$ cat src/rtl/encode_reg_arith_pkg.sv
// -----------------------------------------------------------------------------
// instr_type
//   Shared types and constants for RV32I register-register arithmetic
//   encoding. Holds the operation kind enum, the fixed opcode/funct7 values,
//   the funct3 codes and two pure helper functions:
//     map_fields  - kind -> {valid, funct7, funct3}; no state
//     pack_rtype  - assembles the 32-bit R-type word from fields and indices
// -----------------------------------------------------------------------------
package instr_type;

    // Requested R-type operation. Codes 11..15 are unmapped and are treated
    // exactly like rak_invalid by the encoder.
    typedef enum logic [3:0] {
        rak_invalid = 4'd0,
        rak_add     = 4'd1,
        rak_sub     = 4'd2,
        rak_sll     = 4'd3,
        rak_slt     = 4'd4,
        rak_sltu    = 4'd5,
        rak_xor     = 4'd6,
        rak_srl     = 4'd7,
        rak_sra     = 4'd8,
        rak_or      = 4'd9,
        rak_and     = 4'd10
    } reg_arith_kind_t;

    localparam logic [6:0] OPCODE_OP   = 7'b0110011;
    localparam logic [6:0] FUNCT7_BASE = 7'b0000000;
    localparam logic [6:0] FUNCT7_ALT  = 7'b0100000;

    localparam logic [2:0] FUNCT3_ADD_SUB = 3'b000;
    localparam logic [2:0] FUNCT3_SLL     = 3'b001;
    localparam logic [2:0] FUNCT3_SLT     = 3'b010;
    localparam logic [2:0] FUNCT3_SLTU    = 3'b011;
    localparam logic [2:0] FUNCT3_XOR     = 3'b100;
    localparam logic [2:0] FUNCT3_SRL_SRA = 3'b101;
    localparam logic [2:0] FUNCT3_OR      = 3'b110;
    localparam logic [2:0] FUNCT3_AND     = 3'b111;

    // Decoded instruction fields; valid is low for kinds that must not be
    // written into the output buffer.
    typedef struct packed {
        logic       valid;
        logic [6:0] funct7;
        logic [2:0] funct3;
    } arith_fields_t;

    // Pure kind -> field mapping. Anything not listed (rak_invalid and the
    // unmapped codes) falls into the default and is flagged invalid.
    function automatic arith_fields_t map_fields(input reg_arith_kind_t kind);
        arith_fields_t f;
        f.valid  = 1'b1;
        f.funct7 = FUNCT7_BASE;
        f.funct3 = FUNCT3_ADD_SUB;
        case (kind)
            rak_add:  f.funct3 = FUNCT3_ADD_SUB;
            rak_sub: begin
                f.funct3 = FUNCT3_ADD_SUB;
                f.funct7 = FUNCT7_ALT;
            end
            rak_sll:  f.funct3 = FUNCT3_SLL;
            rak_slt:  f.funct3 = FUNCT3_SLT;
            rak_sltu: f.funct3 = FUNCT3_SLTU;
            rak_xor:  f.funct3 = FUNCT3_XOR;
            rak_srl:  f.funct3 = FUNCT3_SRL_SRA;
            rak_sra: begin
                f.funct3 = FUNCT3_SRL_SRA;
                f.funct7 = FUNCT7_ALT;
            end
            rak_or:   f.funct3 = FUNCT3_OR;
            rak_and:  f.funct3 = FUNCT3_AND;
            default: begin
                f.valid  = 1'b0;
                f.funct7 = FUNCT7_BASE;
                f.funct3 = FUNCT3_ADD_SUB;
            end
        endcase
        return f;
    endfunction

    // R-type layout: funct7 | rs2 | rs1 | funct3 | rd | opcode.
    function automatic logic [31:0] pack_rtype(
        input arith_fields_t f,
        input logic [4:0]    rd,
        input logic [4:0]    rs1,
        input logic [4:0]    rs2
    );
        return {f.funct7, rs2, rs1, f.funct3, rd, OPCODE_OP};
    endfunction

endpackage

$ cat src/rtl/encode_reg_arith_sync_fifo.sv
// -----------------------------------------------------------------------------
// sync_fifo
//   Single-clock FIFO with a fill counter (full vs. empty is told apart by the
//   counter, pointers wrap modulo DEPTH). Read data shows the head entry and
//   is forced to zero while the FIFO is empty. Empty/full flags are
//   registered, computed from the next fill level.
//
//   Parameters: WIDTH - entry width, DEPTH - entries (power of two, >= 2)
//   Ports:
//     clk      in   clock, rising edge
//     rst      in   synchronous active-high reset (clears level and pointers)
//     wr_en    in   write request (ignored when full)
//     wr_data  in   data to append at the tail
//     rd_en    in   pop request (ignored when empty)
//     rd_data  out  head entry, zero when empty
//     empty    out  no entries held
//     full     out  DEPTH entries held
// -----------------------------------------------------------------------------
module sync_fifo #(
    parameter int WIDTH = 32,
    parameter int DEPTH = 4
) (
    input  logic             clk,
    input  logic             rst,
    input  logic             wr_en,
    input  logic [WIDTH-1:0] wr_data,
    input  logic             rd_en,
    output logic [WIDTH-1:0] rd_data,
    output logic             empty,
    output logic             full
);

    localparam int AW = (DEPTH > 1) ? $clog2(DEPTH) : 1;
    localparam int CW = AW + 1;

    localparam logic [AW-1:0] PTR_ONE   = AW'(1);
    localparam logic [CW-1:0] LVL_ONE   = CW'(1);
    localparam logic [CW-1:0] LVL_ZERO  = CW'(0);
    localparam logic [CW-1:0] LVL_FULL  = CW'(DEPTH);

    logic [WIDTH-1:0] mem_r [DEPTH];
    logic [AW-1:0]    wr_ptr_r;
    logic [AW-1:0]    rd_ptr_r;
    logic [CW-1:0]    count_r;
    logic             empty_r;
    logic             full_r;

    logic             do_push_s;
    logic             do_pop_s;
    logic [CW-1:0]    count_next_s;
    logic [WIDTH-1:0] rd_data_s;

    // Qualify requests against the current flags so an overflow or underflow
    // request can never corrupt the pointers.
    always_comb begin
        do_push_s = 1'b0;
        do_pop_s  = 1'b0;
        if (rst) begin
            do_push_s = 1'b0;
            do_pop_s  = 1'b0;
        end else begin
            do_push_s = wr_en && !full_r;
            do_pop_s  = rd_en && !empty_r;
        end
    end

    // Next fill level; a simultaneous push and pop leaves it unchanged.
    always_comb begin
        count_next_s = count_r;
        case ({do_push_s, do_pop_s})
            2'b10:   count_next_s = count_r + LVL_ONE;
            2'b01:   count_next_s = count_r - LVL_ONE;
            2'b11:   count_next_s = count_r;
            default: count_next_s = count_r;
        endcase
    end

    // Fill level, pointers and registered status flags.
    always_ff @(posedge clk) begin
        if (rst) begin
            count_r  <= LVL_ZERO;
            wr_ptr_r <= '0;
            rd_ptr_r <= '0;
            empty_r  <= 1'b1;
            full_r   <= 1'b0;
        end else begin
            count_r <= count_next_s;
            empty_r <= (count_next_s == LVL_ZERO);
            full_r  <= (count_next_s == LVL_FULL);
            if (do_push_s) begin
                wr_ptr_r <= wr_ptr_r + PTR_ONE;
            end
            if (do_pop_s) begin
                rd_ptr_r <= rd_ptr_r + PTR_ONE;
            end
        end
    end

    // Storage array; contents need no reset because the level gates visibility.
    always_ff @(posedge clk) begin
        if (do_push_s) begin
            mem_r[wr_ptr_r] <= wr_data;
        end
    end

    // Head entry, masked to zero when nothing is buffered.
    always_comb begin
        rd_data_s = '0;
        if (empty_r) begin
            rd_data_s = '0;
        end else begin
            rd_data_s = mem_r[rd_ptr_r];
        end
    end

    assign rd_data = rd_data_s;
    assign empty   = empty_r;
    assign full    = full_r;

endmodule

$ cat src/rtl/encode_reg_arith.sv
// -----------------------------------------------------------------------------
// encode_reg_arith
//   Encodes RV32I register-register arithmetic requests into 32-bit R-type
//   words and queues them in a DEPTH-entry FIFO. Invalid or unmapped kinds are
//   consumed without producing a word; each one raises a one-cycle err pulse
//   and bumps a saturating 8-bit counter. Every output comes from state, so
//   there is no combinational path from in_* to out_*.
//
//   Parameter: DEPTH - output buffer entries (power of two, 2..16)
//   Ports:
//     clk        in   clock, rising edge
//     rst        in   synchronous active-high reset
//     in_valid   in   request presented
//     in_ready   out  buffer has room (independent of out_ready)
//     in_kind    in   requested operation
//     in_rd      in   destination register index
//     in_rs1     in   first source register index
//     in_rs2     in   second source register index
//     out_valid  out  out_instr holds an encoded word
//     out_ready  in   consumer takes the head word this cycle
//     out_instr  out  head encoded word, zero when empty
//     err        out  one-cycle pulse after an invalid kind is consumed
//     err_count  out  saturating count of invalid kinds consumed
// -----------------------------------------------------------------------------
module encode_reg_arith
    import instr_type::*;
#(
    parameter int DEPTH = 4
) (
    input  logic            clk,
    input  logic            rst,
    input  logic            in_valid,
    output logic            in_ready,
    input  reg_arith_kind_t in_kind,
    input  logic [4:0]      in_rd,
    input  logic [4:0]      in_rs1,
    input  logic [4:0]      in_rs2,
    output logic            out_valid,
    input  logic            out_ready,
    output logic [31:0]     out_instr,
    output logic            err,
    output logic [7:0]      err_count
);

    localparam logic [7:0] ERR_MAX = 8'd255;
    localparam logic [7:0] ERR_ONE = 8'd1;

    arith_fields_t fields_s;
    logic [31:0]   word_s;
    logic          accept_s;
    logic          push_s;
    logic          bad_kind_s;

    logic          fifo_empty_s;
    logic          fifo_full_s;
    logic [31:0]   fifo_head_s;

    logic          err_r;
    logic [7:0]    err_count_r;

    // Decode the request and split an accepted request into either a buffer
    // write (valid kind) or an error event (invalid/unmapped kind).
    always_comb begin
        fields_s   = map_fields(in_kind);
        word_s     = pack_rtype(fields_s, in_rd, in_rs1, in_rs2);
        accept_s   = 1'b0;
        push_s     = 1'b0;
        bad_kind_s = 1'b0;
        if (in_valid && !fifo_full_s) begin
            accept_s   = 1'b1;
            push_s     = fields_s.valid;
            bad_kind_s = !fields_s.valid;
        end else begin
            accept_s   = 1'b0;
            push_s     = 1'b0;
            bad_kind_s = 1'b0;
        end
    end

    sync_fifo #(
        .WIDTH (32),
        .DEPTH (DEPTH)
    ) u_fifo (
        .clk     (clk),
        .rst     (rst),
        .wr_en   (push_s),
        .wr_data (word_s),
        .rd_en   (out_ready),
        .rd_data (fifo_head_s),
        .empty   (fifo_empty_s),
        .full    (fifo_full_s)
    );

    // Error pulse and saturating error counter; reset wins over any
    // handshake on the same edge.
    always_ff @(posedge clk) begin
        if (rst) begin
            err_r       <= 1'b0;
            err_count_r <= 8'd0;
        end else begin
            err_r <= accept_s && bad_kind_s;
            if (accept_s && bad_kind_s && (err_count_r != ERR_MAX)) begin
                err_count_r <= err_count_r + ERR_ONE;
            end
        end
    end

    assign in_ready  = !fifo_full_s;
    assign out_valid = !fifo_empty_s;
    assign out_instr = fifo_head_s;
    assign err       = err_r;
    assign err_count = err_count_r;

endmodule

$ cat config.mk
export PLATFORM = sky130hd
export DESIGN_NAME = encode_reg_arith
export DESIGN_NICKNAME = d
export VERILOG_FILES = /design/src/rtl/encode_reg_arith_pkg.sv /design/src/rtl/encode_reg_arith_sync_fifo.sv /design/src/rtl/encode_reg_arith.sv
export SDC_FILE = /design/constraint.sdc
export NUM_CORES = 1
export LEC_CHECK = 0
export CORE_UTILIZATION = 52
export CTS_CLUSTER_DIAMETER = 80
export DETAILED_ROUTE_END_ITERATION = 10
export PLACE_DENSITY = 0.85
export SYNTH_ARGS = -nofsm -noshare
export SYNTH_HDL_FRONTEND = slang
export SYNTH_HIERARCHICAL = 1
export SYNTH_SLANG_ARGS = --single-unit
$ cat constraint.sdc
create_clock -name clk -period 4.45 [get_ports clk]
set_clock_uncertainty 0.15 [all_clocks]
set_input_delay 1.335 -clock clk [delete_from_list [all_inputs] [get_ports clk]]
set_output_delay 1.335 -clock clk [all_outputs]
set_load 0.05 [all_outputs]
### M1 wires, run 1

Supply wires on this layer in gray.
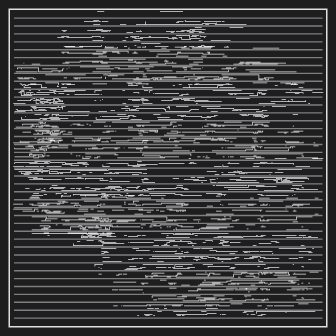
wire length on this layer: 4,540 um
longest straight run: 40.9 um
main direction: horizontal
nets with wire on the layer: 450
share of all routed wire: 41%
Post-Route WL: 11,200 um
Via Count: 3,233

### M2 wires, run 1

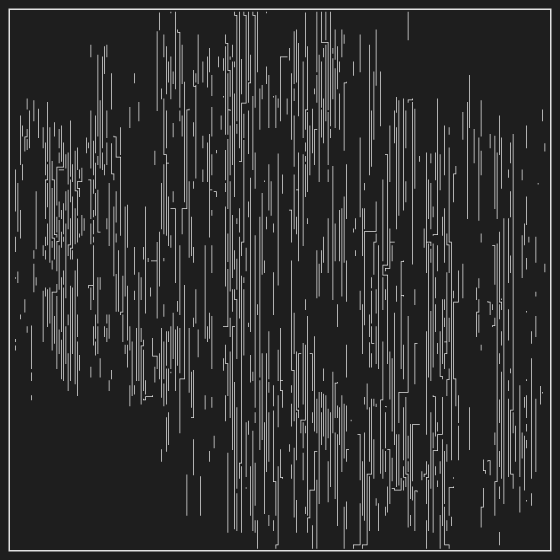
share of all routed wire: 54%
main direction: vertical
nets with wire on the layer: 439
longest straight run: 57.5 um
wire length on this layer: 6,050 um
met2 Use GR: 0.362

### Signal wires on met3, run 1

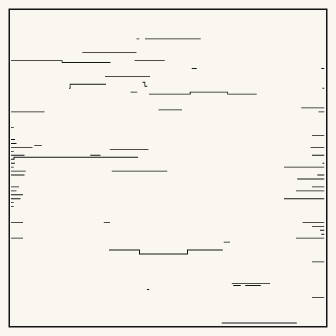
share of all routed wire: 4.5%
main direction: horizontal
longest straight run: 42.6 um
nets with wire on the layer: 54
wire length on this layer: 499 um

### Wiring heat map, run 1

Bar = 20 um. The die is cut into 22 by 22 equal tiles; dark purple is low, yellow is high, scaled to the fullest tile. Values are wire area over tile area, all layers added.
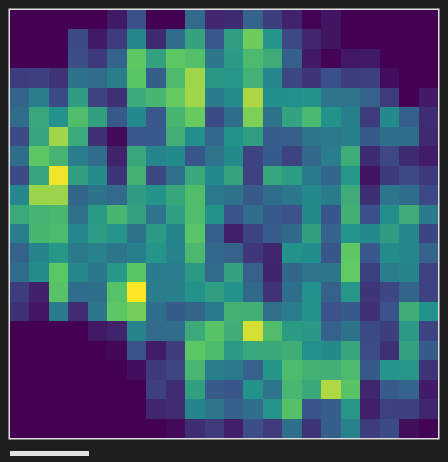
nearly empty tiles: 14%
emptiest ninth of the die: lower left
mean over tiles: 0.15
fullest tile: 0.42
tiles over half the peak: 28%

==> Changelog: implementation, run 1 <==
## Implementation

- Clk pwr share: 0.447
- MUX share of area: 0.128
- Area leader share: 0.647
- Mapped Avg Cell Area: 18.1 sq um
- Sequential cell area share: 0.553
- Final-layout clock-cell area share: 0.0833
- Max FFs per register: 128
- 1st-pass router iterations: 4
- Hold Fails Final Rpt: 0
- Clock Path Buffers: 2
- Placed cell count: 583
- # fillers: 672
- Drc violations: 0
- Comb gates: 208
- Pre-CTS WS: -0.0734 ns
- WP data arrival: 4.26 ns
- Comb/total area: 0.230
- Outcome: finished clean
- Slew HR: 0.588
- Asr flop ratio synth: 0
- Diode count: 0
- Tool warnings: 29
- Signal buffers: 79
- Top cells excl fill/tap: edfxtp_1, clkdlybuf4s50_1, conb_1
- Final setup viols: 0
- Worst slew pin tran: 0.618 ns
- Nonclk inv count: 8
- Met2 WL: 6050 um
- Fin worst setup slack: 0.340 ns
- Largest register by flop count: u_fifo/mem_r
- NetSw: 0.754 mW
- Primary FF master, synth: edfxtp_1
- CTS Sinks: 148
- Adder share: 0.0160
- CP Capture Type: flip-flop
- Critical path's largest stage delay: 0.49 ns
==> run 1: power by group through the flow <==
stage	clock network, mW	logic [mW]	registers [mW]
final	1.53	0.331	1.56
after global routing	1.61	0.351	1.56
after CTS	1.55	0.331	1.56
after detailed placement	0	0.329	1.59
after global placement	0	0.321	1.59
after floorplan	0	0.213	1.58
==> run 1: per-layer routing <==
layer / up-vias / global-route usage
li1: 1497 / -
met1: 1640 / 0.229
met2: 88 / 0.362
met3: 8 / 0.0669
met4: 0 / 0.0801
met5: - / 0
==> run 1: path summary, 6_finish.rpt <==
path / start / to / slack [ns]
min reg2reg: u_fifo/rd_ptr_r[1] / flip-flop / 0.33
max reg2reg: u_fifo/full / u_fifo/empty / 1.77
min: u_fifo/rd_ptr_r[1] / flip-flop / 0.33
max: in_kind[0] / u_fifo/empty / 0.34
### Clock nets, run 1

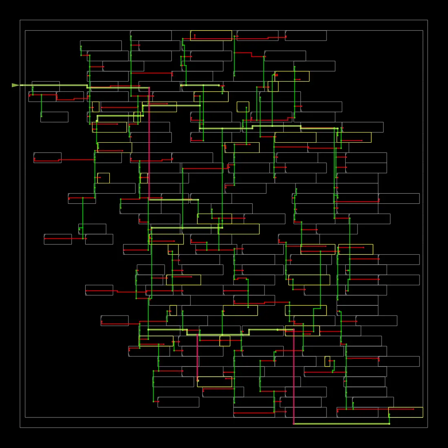

==> run 1 -> run 2 <==
--- a/config.mk
+++ b/config.mk
@@ -8,7 +8,7 @@
 export CORE_UTILIZATION = 52
 export CTS_CLUSTER_DIAMETER = 80
 export DETAILED_ROUTE_END_ITERATION = 10
-export PLACE_DENSITY = 0.85
+export PLACE_DENSITY = 0.88
 export SYNTH_ARGS = -nofsm -noshare
 export SYNTH_HDL_FRONTEND = slang
 export SYNTH_HIERARCHICAL = 1
==> constraint.sdc (replaced) <==
create_clock -name clk -period 3.5 [get_ports clk]
set_clock_uncertainty 0.15 [all_clocks]
set_input_delay 1.05 -clock clk [delete_from_list [all_inputs] [get_ports clk]]
set_output_delay 1.05 -clock clk [all_outputs]
set_load 0.05 [all_outputs]
### Clock nets, run 2

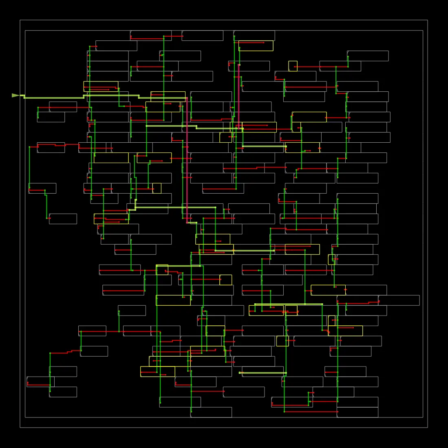
FFs & Latches: 148
clk ins delay skew pair: 0.41 ns
Clock Buffer Count: 20
TritonCTS Buffers: 17
CTS Sinks: 148

==> run 2 against run 1 <==
  * Global-route usage rose by 1.6 points
  * Routed wire length grew 5.2%
  * Synthesized area unchanged
  * Combinational power is 59% higher
  * Critical path depth unchanged
  * Flip-flop count unchanged
  * Worst setup slack got worse by 0.16 ns
  * Cell count up 2.3%
  * Clock power rose by 16%
  * Count of clock-buffer cells in the layout increased by 2
  * Largest power group unchanged
==> Changelog: implementation, run 2 <==
## Implementation

- Hold Path Origin: u_fifo/rd_ptr_r[1]
- Worst Hold End: u_fifo/rd_ptr_r[1]
- Slew HR: 0.573
- Clock Path Buffers: 2
- WP data arrival: 3.46 ns
- Primary FF master, synth: edfxtp_1
- Critical path origin: in_kind[1]
- Area leader share: 0.647
- Top cells excl fill/tap: edfxtp_1, conb_1, buf_12
- Signal buffers: 93
- GR peak layer: met2
- R2r setup slk: 0.94 ns
- Asr flop ratio synth: 0
- CP Capture Type: flip-flop
- Sequential cell area share: 0.525
- CP Capture Point: u_fifo/empty
- Fin worst setup slack: 0.182 ns
- Hold Fails Final Rpt: 0
- Final-layout clock-cell area share: 0.0743
- Final setup viols: 0
- MUX share of area: 0.128
- # fillers: 654
- Met1 usage: 0.257
- Outcome: finished clean
- Met2 WL: 6430 um
- Mapped Avg Cell Area: 18.1 sq um
- Tool warnings: 30
- Diode count: 0
- Worst slew pin tran: 0.640 ns
- Post-Route WL: 11,700 um
- Pre-CTS WS: -0.506 ns
- Via Count: 3,293
### Signal wires on met3, run 2

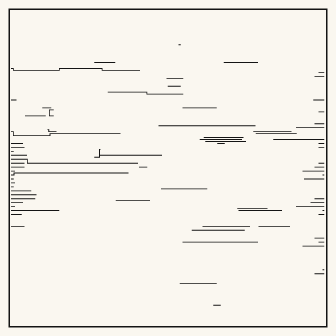
share of all routed wire: 6.0%
longest straight run: 39.3 um
main direction: horizontal
wire length on this layer: 700 um
nets with wire on the layer: 66

-- run 2: cell counts after synthesis --
No cell type changed its count.
-- run 2: report_power, final --
group	internal (mW)	switching, mW	total (mW)
Sequential	1.96	0.0178	1.98
Combinational	0.240	0.285	0.525
Clock	1.09	0.693	1.78
-- run 2: worst max-delay path: cells and delay by family --
family                   cells  cell delay [ns]
AND-OR/OR-AND                3             0.47
XOR/XNOR                     1             0.14
adder cells (fa/ha/maj)      2             0.52
buffers and inverters        2             0.33
AND/OR/NAND/NOR              4             0.94
-- run 2: stage by stage --
stage / area (sq um) / cells
global placement: 7470 / 597
finish: 8080 / 629
floorplan: 6150 / 378
detailed placement: 7470 / 597
global route: 8080 / 629
CTS: 8070 / 629
### M1 wires, run 2

Supply wires on this layer in gray.
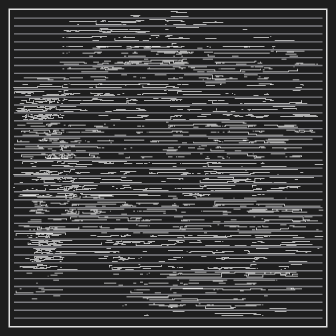

==> run 2 -> run 3 <==
--- a/config.mk
+++ b/config.mk
@@ -8,7 +8,7 @@
 export CORE_UTILIZATION = 52
 export CTS_CLUSTER_DIAMETER = 80
 export DETAILED_ROUTE_END_ITERATION = 10
-export PLACE_DENSITY = 0.88
+export PLACE_DENSITY = 0.85
 export SYNTH_ARGS = -nofsm -noshare
 export SYNTH_HDL_FRONTEND = slang
 export SYNTH_HIERARCHICAL = 1
==> constraint.sdc (replaced) <==
create_clock -name clk -period 3.8 [get_ports clk]
set_clock_uncertainty 0.15 [all_clocks]
set_input_delay 1.14 -clock clk [delete_from_list [all_inputs] [get_ports clk]]
set_output_delay 1.14 -clock clk [all_outputs]
set_load 0.05 [all_outputs]
### M1 wires, run 3

Supply wires on this layer in gray.
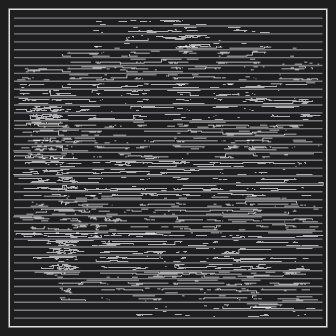
share of all routed wire: 39%
nets with wire on the layer: 449
wire length on this layer: 4,290 um
main direction: horizontal

### Clock nets, run 3

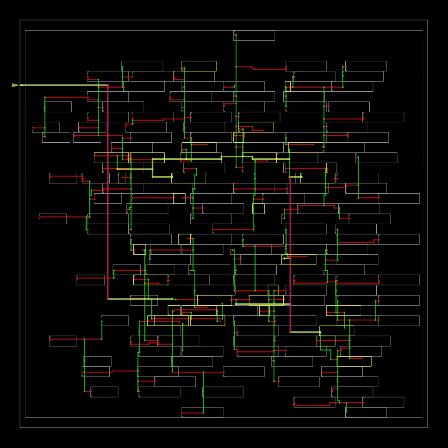
clk ins delay skew pair: 0.40 ns
Clock Buffer Count: 21
clock group total power: 1.57 mW

==> run 3 against run 2 <==
  * Register-to-register slack better by 0.22 ns
  * Clock power down 12%
  * Final area down 5.8%
  * Power down 12%
  * First-iteration DRC count down 17%
  * Count of clock-buffer cells in the layout up 1
  * Synthesized area unchanged
  * Flip-flop count unchanged
  * Hold slack better by 0.015 ns
  * Critical path type unchanged
  * Largest cell class unchanged
  * Highest routed layer unchanged
==> Changelog: implementation, run 3 <==
## Implementation

- Final instance area: 7620 sq um
- Pwr top: sequential cells
- Post-CTS Hold Buffers: 0
- Slew HR: 0.416
- Tool warnings: 29
- CP Capture Type: flip-flop
- Count of library flops with an enable pin: 128
- Drc violations: 0
- Fin worst setup slack: 0.108 ns
- Fin cells: 620
- Placed cell count: 588
- Diode count: 0
- Outcome: finished clean
- Final-layout clock-cell area share: 0.0757
- Mapped Avg Cell Area: 18.1 sq um
- Area leader share: 0.647
- Clock Path Buffers: 2
- WP data arrival: 3.83 ns
- Logic pwr share: 0.104
- Stages on worst setup path: 12
- Largest register by flop count: u_fifo/mem_r
- Crit path buf inv count: 2
- Via Count: 3,210
- P_comb: 0.393 mW
- Post-Route WL: 10,900 um
- 1st-pass router iterations: 4
- Int Pwr: 2.90 mW
- Cell class contributing the biggest share of worst-path delay: simple AND/OR/NAND/NOR gates
- TritonCTS Buffers: 17
- DP Area: 7020 sq um
- Sequential cell area share: 0.558
- Primary FF master, synth: edfxtp_1
- # fillers: 741
- CTS Sinks: 148
- Max VDD drop: 0.000326 V
- Pre-CTS WS: -0.360 ns
- Top cells excl fill/tap: edfxtp_1, clkdlybuf4s50_1, conb_1
- P_seq: 1.82 mW
- Final setup viols: 0
- Comb/total area: 0.233
- NetSw: 0.886 mW
- Nonclk inv count: 8
- MUX share of area: 0.128
- Max FFs per register: 128
- Clk pwr share: 0.415
-- run 3: cell counts after synthesis --
Identical to the previous run, type by type.
-- run 3: worst paths after layout --
check / from / to / slack [ns]
max: in_kind[3] / u_fifo/empty / 0.11
min: u_fifo/rd_ptr_r[1] / flip-flop / 0.34
max reg2reg: u_fifo/full / u_fifo/empty / 1.16
min reg2reg: u_fifo/rd_ptr_r[1] / flip-flop / 0.34
-- run 3: routing by layer --
| layer | part of all wire | up-vias | global-route usage |
|---|---|---|---|
| met5 | 0 | - | 0 |
| met4 | 0.010 | 0 | 0.0608 |
| met3 | 0.044 | 8 | 0.0520 |
| met2 | 0.55 | 67 | 0.376 |
| met1 | 0.39 | 1623 | 0.220 |
| li1 | - | 1512 | - |
No activity file was given, so power comes from the tool's default toggle rates.
